==> src/rtl/cac_uart_tx_arbiter_if.sv <==
// Requester-side and UART-TX-side byte stream bundle for the CAC TX arbiter.
// Latency: none (wires only).
// Backpressure: tx_ready propagates to the granted requester's req_ready.
interface cac_uart_tx_arbiter_if #(
    parameter int NUM_REQ    = 4,
    parameter int DATA_WIDTH = 8
);
    logic [NUM_REQ-1:0]            req_valid;
    logic [NUM_REQ*DATA_WIDTH-1:0] req_data;
    logic [NUM_REQ-1:0]            req_last;
    logic [NUM_REQ-1:0]            req_ready;
    logic [DATA_WIDTH-1:0]         tx_data;
    logic                          tx_valid;
    logic                          tx_ready;

    // Environment side: requesters and UART transmitter
    modport master (
        output req_valid, req_data, req_last, tx_ready,
        input  req_ready, tx_data, tx_valid
    );

    // Arbiter side
    modport slave (
        input  req_valid, req_data, req_last, tx_ready,
        output req_ready, tx_data, tx_valid
    );
endinterface

==> src/rtl/cac_uart_tx_arbiter.sv <==
// Frame-level round-robin arbiter sharing one UART TX among NUM_REQ byte streams.
// Latency: grant 1 cycle after request (2 with source tag); data path is a pure mux.
// Backpressure: tx_ready passes straight to the owner's req_ready; stalled owners time out.
// Optional source tag byte before each frame: define CAC_TX_ARB_SRC_TAG_EN.
module cac_uart_tx_arbiter #(
    parameter int          NUM_REQ        = 4,
    parameter int          DATA_WIDTH     = 8,
    parameter logic [15:0] TIMEOUT_CYCLES = 16'd50000,
    parameter logic [7:0]  SRC_TAG_BASE   = 8'hA0
) (
    input  logic                   clk,
    input  logic                   rst,
    cac_uart_tx_arbiter_if.slave   bus,
    output logic [2:0]             grant_id,
    output logic                   busy,
    output logic                   timeout_pulse
);

    typedef enum logic [1:0] {
        IDLE = 2'd0,
`ifdef CAC_TX_ARB_SRC_TAG_EN
        TAG  = 2'd2,
`endif
        XFER = 2'd1
    } state_t;

    state_t      state_q, state_d;
    logic [2:0]  grant_q, grant_d;
    logic [2:0]  rr_q, rr_d;
    logic [15:0] cnt_q, cnt_d;
    logic        tout_q, tout_d;

    logic                  sel_vld;
    logic                  sel_last;
    logic [DATA_WIDTH-1:0] sel_dat;
    logic                  pick_vld;
    logic [2:0]            pick_idx;
    logic [2:0]            rr_next;

    // Mux the current owner's stream onto internal select signals
    always_comb begin
        sel_vld  = 1'b0;
        sel_last = 1'b0;
        sel_dat  = '0;
        for (int i = 0; i < NUM_REQ; i++) begin
            if (grant_q == 3'(i)) begin
                sel_vld  = bus.req_valid[i];
                sel_last = bus.req_last[i];
                sel_dat  = bus.req_data[i*DATA_WIDTH +: DATA_WIDTH];
            end
        end
    end

    // Round-robin search: first valid requester at or above rr_q, wrapping
    always_comb begin
        pick_vld = 1'b0;
        pick_idx = '0;
        for (int off = 0; off < NUM_REQ; off++) begin
            for (int i = 0; i < NUM_REQ; i++) begin
                if (!pick_vld && bus.req_valid[i] &&
                    ((int'(rr_q) + off == i) || (int'(rr_q) + off == i + NUM_REQ))) begin
                    pick_vld = 1'b1;
                    pick_idx = 3'(i);
                end
            end
        end
    end

    assign rr_next = (grant_q == 3'(NUM_REQ - 1)) ? 3'd0 : grant_q + 3'd1;

    // Next-state, timeout counter and stream outputs
    always_comb begin
        state_d       = state_q;
        grant_d       = grant_q;
        rr_d          = rr_q;
        cnt_d         = '0;
        tout_d        = 1'b0;
        bus.req_ready = '0;
        bus.tx_valid  = 1'b0;
        bus.tx_data   = '0;
        unique case (state_q)
            IDLE: begin
                if (pick_vld) begin
                    grant_d = pick_idx;
`ifdef CAC_TX_ARB_SRC_TAG_EN
                    state_d = TAG;
`else
                    state_d = XFER;
`endif
                end
            end
`ifdef CAC_TX_ARB_SRC_TAG_EN
            TAG: begin
                bus.tx_valid = 1'b1;
                bus.tx_data  = DATA_WIDTH'(SRC_TAG_BASE) | DATA_WIDTH'(grant_q);
                if (bus.tx_ready) begin
                    state_d = XFER;
                end
            end
`endif
            XFER: begin
                bus.tx_valid = sel_vld;
                bus.tx_data  = sel_dat;
                for (int i = 0; i < NUM_REQ; i++) begin
                    if (grant_q == 3'(i)) begin
                        bus.req_ready[i] = bus.tx_ready;
                    end
                end
                if (sel_vld && bus.tx_ready) begin
                    if (sel_last) begin
                        state_d = IDLE;
                        rr_d    = rr_next;
                    end
                end else if (!sel_vld) begin
                    // Owner stalled mid-frame: count idle cycles towards forced release
                    cnt_d = cnt_q + 16'd1;
                    if ((TIMEOUT_CYCLES != 16'd0) && (cnt_d == TIMEOUT_CYCLES)) begin
                        state_d = IDLE;
                        rr_d    = rr_next;
                        tout_d  = 1'b1;
                    end
                end else begin
                    // Byte offered but TX busy: the owner is not stalling, hold the count
                    cnt_d = cnt_q;
                end
            end
            default: state_d = IDLE;
        endcase
        // A frame aborted by reset must not have its byte accepted in the reset cycle
        if (rst) begin
            bus.req_ready = '0;
            bus.tx_valid  = 1'b0;
        end
    end

    // State registers with synchronous reset
    always_ff @(posedge clk) begin
        if (rst) begin
            state_q <= IDLE;
            grant_q <= '0;
            rr_q    <= '0;
            cnt_q   <= '0;
            tout_q  <= 1'b0;
        end else begin
            state_q <= state_d;
            grant_q <= grant_d;
            rr_q    <= rr_d;
            cnt_q   <= cnt_d;
            tout_q  <= tout_d;
        end
    end

    assign grant_id      = grant_q;
    assign busy          = (state_q != IDLE);
    assign timeout_pulse = tout_q;

endmodule

==> src/flat_wrapper.sv <==
// flat-port wrapper written by rule: the top's interface ports become plain ports
module cac_uart_tx_arbiter_flat 
#(
    parameter int          NUM_REQ        = 4,
    parameter int          DATA_WIDTH     = 8,
    parameter logic [15:0] TIMEOUT_CYCLES = 16'd50000,
    parameter logic [7:0]  SRC_TAG_BASE   = 8'hA0
)
  (clk, rst, grant_id, busy, timeout_pulse, bus_req_valid, bus_req_data, bus_req_last, bus_tx_ready, bus_req_ready, bus_tx_data, bus_tx_valid);
  cac_uart_tx_arbiter_if #(.NUM_REQ(NUM_REQ), .DATA_WIDTH(DATA_WIDTH)) bus_i ();
  input  logic clk;
  input  logic rst;
  output logic [2:0] grant_id;
  output logic busy;
  output logic timeout_pulse;
  input wire logic [$bits(bus_i.req_valid)-1:0] bus_req_valid;
  input wire logic [$bits(bus_i.req_data)-1:0] bus_req_data;
  input wire logic [$bits(bus_i.req_last)-1:0] bus_req_last;
  input wire logic [$bits(bus_i.tx_ready)-1:0] bus_tx_ready;
  output wire logic [$bits(bus_i.req_ready)-1:0] bus_req_ready;
  output wire logic [$bits(bus_i.tx_data)-1:0] bus_tx_data;
  output wire logic [$bits(bus_i.tx_valid)-1:0] bus_tx_valid;
  assign bus_i.req_valid = bus_req_valid;
  assign bus_i.req_data = bus_req_data;
  assign bus_i.req_last = bus_req_last;
  assign bus_i.tx_ready = bus_tx_ready;
  assign bus_req_ready = bus_i.req_ready;
  assign bus_tx_data = bus_i.tx_data;
  assign bus_tx_valid = bus_i.tx_valid;
  cac_uart_tx_arbiter #(.NUM_REQ(NUM_REQ), .DATA_WIDTH(DATA_WIDTH), .TIMEOUT_CYCLES(TIMEOUT_CYCLES), .SRC_TAG_BASE(SRC_TAG_BASE)) u_core (.clk(clk), .rst(rst), .bus(bus_i), .grant_id(grant_id), .busy(busy), .timeout_pulse(timeout_pulse));
endmodule
==> config.mk <==
export PLATFORM = sky130hd
export DESIGN_NAME = cac_uart_tx_arbiter_flat
export DESIGN_NICKNAME = d
export VERILOG_FILES = /design/src/rtl/cac_uart_tx_arbiter_if.sv /design/src/rtl/cac_uart_tx_arbiter.sv /design/src/flat_wrapper.sv
export SDC_FILE = /design/constraint.sdc
export NUM_CORES = 1
export LEC_CHECK = 0
export ABC_AREA = 1
export CORE_MARGIN = 5
export CORE_UTILIZATION = 40
export DETAILED_ROUTE_END_ITERATION = 8
export GPL_ROUTABILITY_DRIVEN = 0
export GPL_TIMING_DRIVEN = 0
export PLACE_DENSITY = 0.71
export SKIP_CTS_REPAIR_TIMING = 1
export SLEW_MARGIN = 40
export SYNTH_ARGS = -nofsm -noshare
export SYNTH_HDL_FRONTEND = slang
export SYNTH_SLANG_ARGS = --single-unit
==> constraint.sdc <==
create_clock -name clk -period 2.5 [get_ports clk]
set_input_delay 0.5 -clock clk [delete_from_list [all_inputs] [get_ports clk]]
set_output_delay 0.5 -clock clk [all_outputs]
set_load 0.005 [all_outputs]
==> deck_impl_summary.md <==
Physical Implementation Snapshot

Outcome
  – Status: finished with violations
  – Failing checks: negative setup slack

Drt
  – 1st-iter DRT viols: between 100 and 150
  – Drt via density: just over 5
  – Top layer in use: met4
  – First-pass iteration count of the detailed router: 4
  – Detail Route Antenna Nets: 0
  – Routed length on met1: approximately 2600 um
  – Post-Route WL: a little under 6000 um
  – Metal3 WL: 306 um

Yosys
  – Mapped Nets: 360
  – Post-Syn Instances: between 300 and 400
  – Yosys stat area: 0.00189 sq mm
  – Mapped cell area: 0.00189 sq mm

Hold path
  – Hold WC Path Type: register to register
  – Hold wc startpoint: u_core.cnt_q[15]

Global routing
  – Met1 Use GR: a little under a quarter
  – Met2 usage: 31.7%
  – Busiest grt layer: met2
  – First-pass GRT wire length: between 9000 and 10,000 um
  – Initial antenna violation count: 0
  – GR Overflow Total: 0
  – Vias in the first global route: 2,016

Setup path
  – Max FO, Critical Path: 10
  – FF-to-FF Start: u_core.grant_id[0]
  – Worst Setup SP: bus_req_valid[0]
  – CP Data Required Time: 2000 ps

Floorplan
  – Core Area: 0.00466 sq mm
  – Fp util: 40.6%
  – Die area: between 0.006 and 0.007 sq mm

Run
  – Max-cap violations: 0

CTS
  – CTS root buf: clkbuf_8
  – Longest Clk Path Bufs: 2
  – Sink Count: 22

Final timing
  – Fmax: around 400 MHz
  – Final hold vios: 0
  – Final setup fails: 1
  – Crit share post-route: 101%
  – Slew Limit Fails: 0
  – Fin worst setup slack: -26.5 ps

Layout
  – Nets: between 400 and 500
  – Design area: 0.00275 sq mm
  – Area added between synthesis and finish: 45.3%
  – Filler cell count: 443

Power
  – P per Cell Area: 495 mW/mm^2
  – Maximum VDD drop: 0.000311 V

Placement
  – Setup WS pre-CTS: -795 ps
  – Post-DP Area: ~0.0026 sq mm
  – Post-DP HPWL: 4600 um
==> critical path, stage by stage <==
cell and delay, ps:
clkdlybuf4s50_1 530, inv_2 80, nor3_1 140, o221ai_1 140
o21ai_2 140, inv_1 90, buf_4 180, nor2_1 80
dlymetal6s2s_1 140
==> cells by family (layout without fill, tap and decap cells) <==
family	Yosys count	count (layout)	share of synthesized area, %
AOI/OAI and AO/OA	67	67	19.6
DFF	22	22	23.3
other	1	1	0.198
and+or+nand+nor	159	160	38.8
buffers and inverters	48	116	9.85
xor gates and xnor gates	10	10	5.02
adders and majority gates	5	5	3.30
==> synthesized netlist by cell type <==
library cell | instances | area, sq um
o21ai_0 | 28 | 140
xor2_1 | 6 | 52.6
nand3_1 | 18 | 90.1
clkbuf_1 | 5 | 18.8
dfxtp_1 | 22 | 440
clkinv_1 | 1 | 3.75
nor2_1 | 38 | 143
o21ai_1 | 2 | 10.0
inv_2 | 5 | 18.8
nor2_4 | 2 | 22.5
or2_2 | 4 | 25.0
xnor2_1 | 3 | 26.3
nor3_1 | 7 | 35.0
o221ai_1 | 2 | 17.5
nand2_1 | 69 | 259
nor3b_1 | 1 | 7.51
nand3_2 | 2 | 20.0
buf_4 | 1 | 7.51
inv_1 | 33 | 124
conb_1 | 1 | 3.75
a21oi_1 | 24 | 120
o21bai_1 | 1 | 7.51
nor3_2 | 1 | 10.0
nor2_2 | 4 | 25.0
buf_1 | 1 | 3.75
a22oi_1 | 8 | 60.1
ha_1 | 5 | 62.6
nor3_4 | 1 | 16.3
a211oi_1 | 2 | 15.0
nand4_1 | 9 | 56.3
buf_2 | 2 | 10.0
nand2_2 | 2 | 12.5
xor2_2 | 1 | 16.3
nand4_2 | 1 | 12.5
==> report_power, final <==
group | switching (W) | internal, W
sequential | 0.0000337 | 0.000379
combinational | 0.000323 | 0.000289
clock | 0.000123 | 0.000214
total | 0.000480 | 0.000882
==> metrics by stage <==
step | instances | hold WS [ps] | TNS, ps | util (%) | total power (W)
finish | 435 | 489 | -26.5 | 59.0 | 0.00136
global route | 435 | 523 | -163 | 59.0 | 0.00145
CTS | 429 | 489 | -5740 | 56.3 | 0.00130
detailed placement | 425 | 473 | -4030 | 54.7 | 0.000962
global placement | 425 | 469 | -3630 | 54.7 | 0.000955
floorplan | 312 | 455 | 0 | - | 0.000732
==> cell type report <==
class | count | share of cell area, %
multi-input combinational | 243 | 47.1
timing repair buffer | 65 | 24.1
sequential | 22 | 16.2
inverter | 39 | 5.41
tap | 54 | 2.46
buffer | 8 | 2.09
clock buffer | 3 | 1.50
clock inverter | 1 | 1.09
==> final timing paths <==
check | endpoint | slack (ps) | cells past startpoint
worst max-delay path | bus_tx_valid | -30 | 9
worst min-delay path | u_core.cnt_q[15] | 490 | 2
worst max register to register | u_core.cnt_q[2] | 340 | 11
worst min register to register | u_core.cnt_q[15] | 490 | 2
==> registers in the layout (all words and copies together) (netlist names) <==
signal	count
u_core.timeout_pulse	1
u_core.cnt_q	16
u_core.rr_q	2
u_core.state_q	1
u_core.grant_id	2
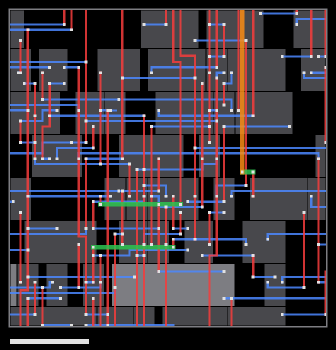
*Layout detail*
The bar under the picture is 5 um long. Region (29, 45) to (49, 65) um. Cells in grey, sequential cells in the stronger grey; small squares are vias.
orange -> met4
green -> met3
red -> met2
blue -> met1
sequential cells in the window = 1
most frequent = clkdlybuf4s50_1 (8), nand2_1 (7), inv_1 (4)
cells with their middle in the window = 36
netlist names of flops here include = `u_core.state_q` (1)

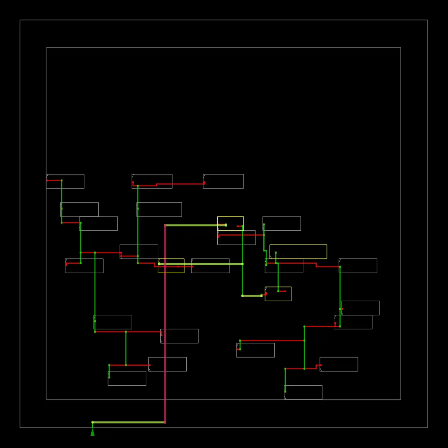
*The clock network*
total CTS buffers: 3
clk pwr: 0.000337 W

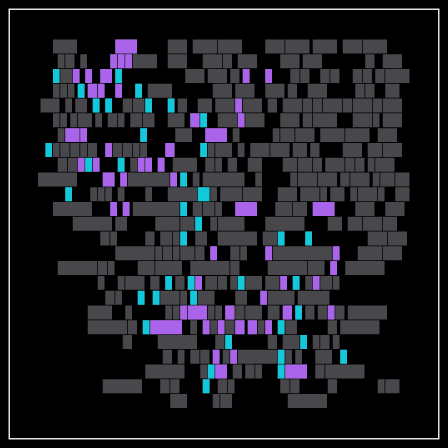
*Gate families picked out*
purple -> NOR gates  # cells 55, most used nor2_1
cyan -> inverters  # cells 39, most used inv_1
Comb/total area: 47.1%
highest-count logic cell in the final layout: nand2_1

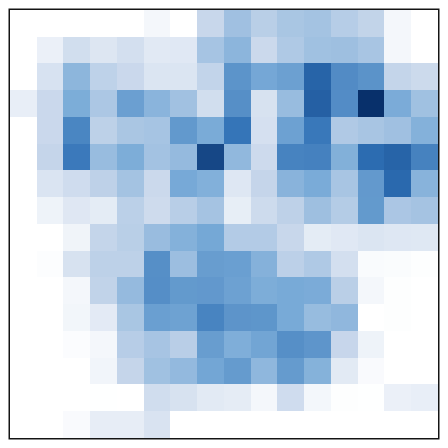
*Wire density map*
The die is cut into 16 by 16 equal tiles; white is low, dark blue is high, scaled to the fullest tile. Values are wire area over tile area, all layers added.
tiles over half the peak = 19%
mean over tiles = 0.15
emptiest ninth of the die = south-west
nearly empty tiles = 22%
fullest tile = 0.55
routed vias: 2,225
WL/cell: 13.5 um
GRT Util Overall: 18.3%

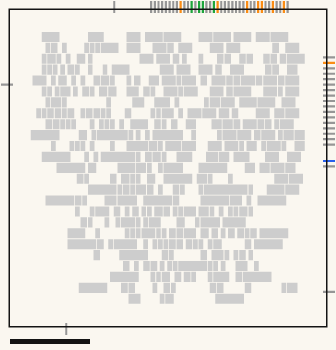
*I/O pins on the die edge*
The bar under the picture is 20 um long. Pins as bars across the die edge, other pins in grey.
orange -> `bus_tx_data`  # pins 8, direction output, edge 7 north, 1 east
blue -> `timeout_pulse`  # pins 1, direction output, edge east
green -> `bus_req_ready`  # pins 4, direction output, edge north
Die Span Y: 78.8 um
die width: 78.8 um
IO Port Bufs: 59

Power figures rest on the tool's default switching activity, not on a simulated workload.
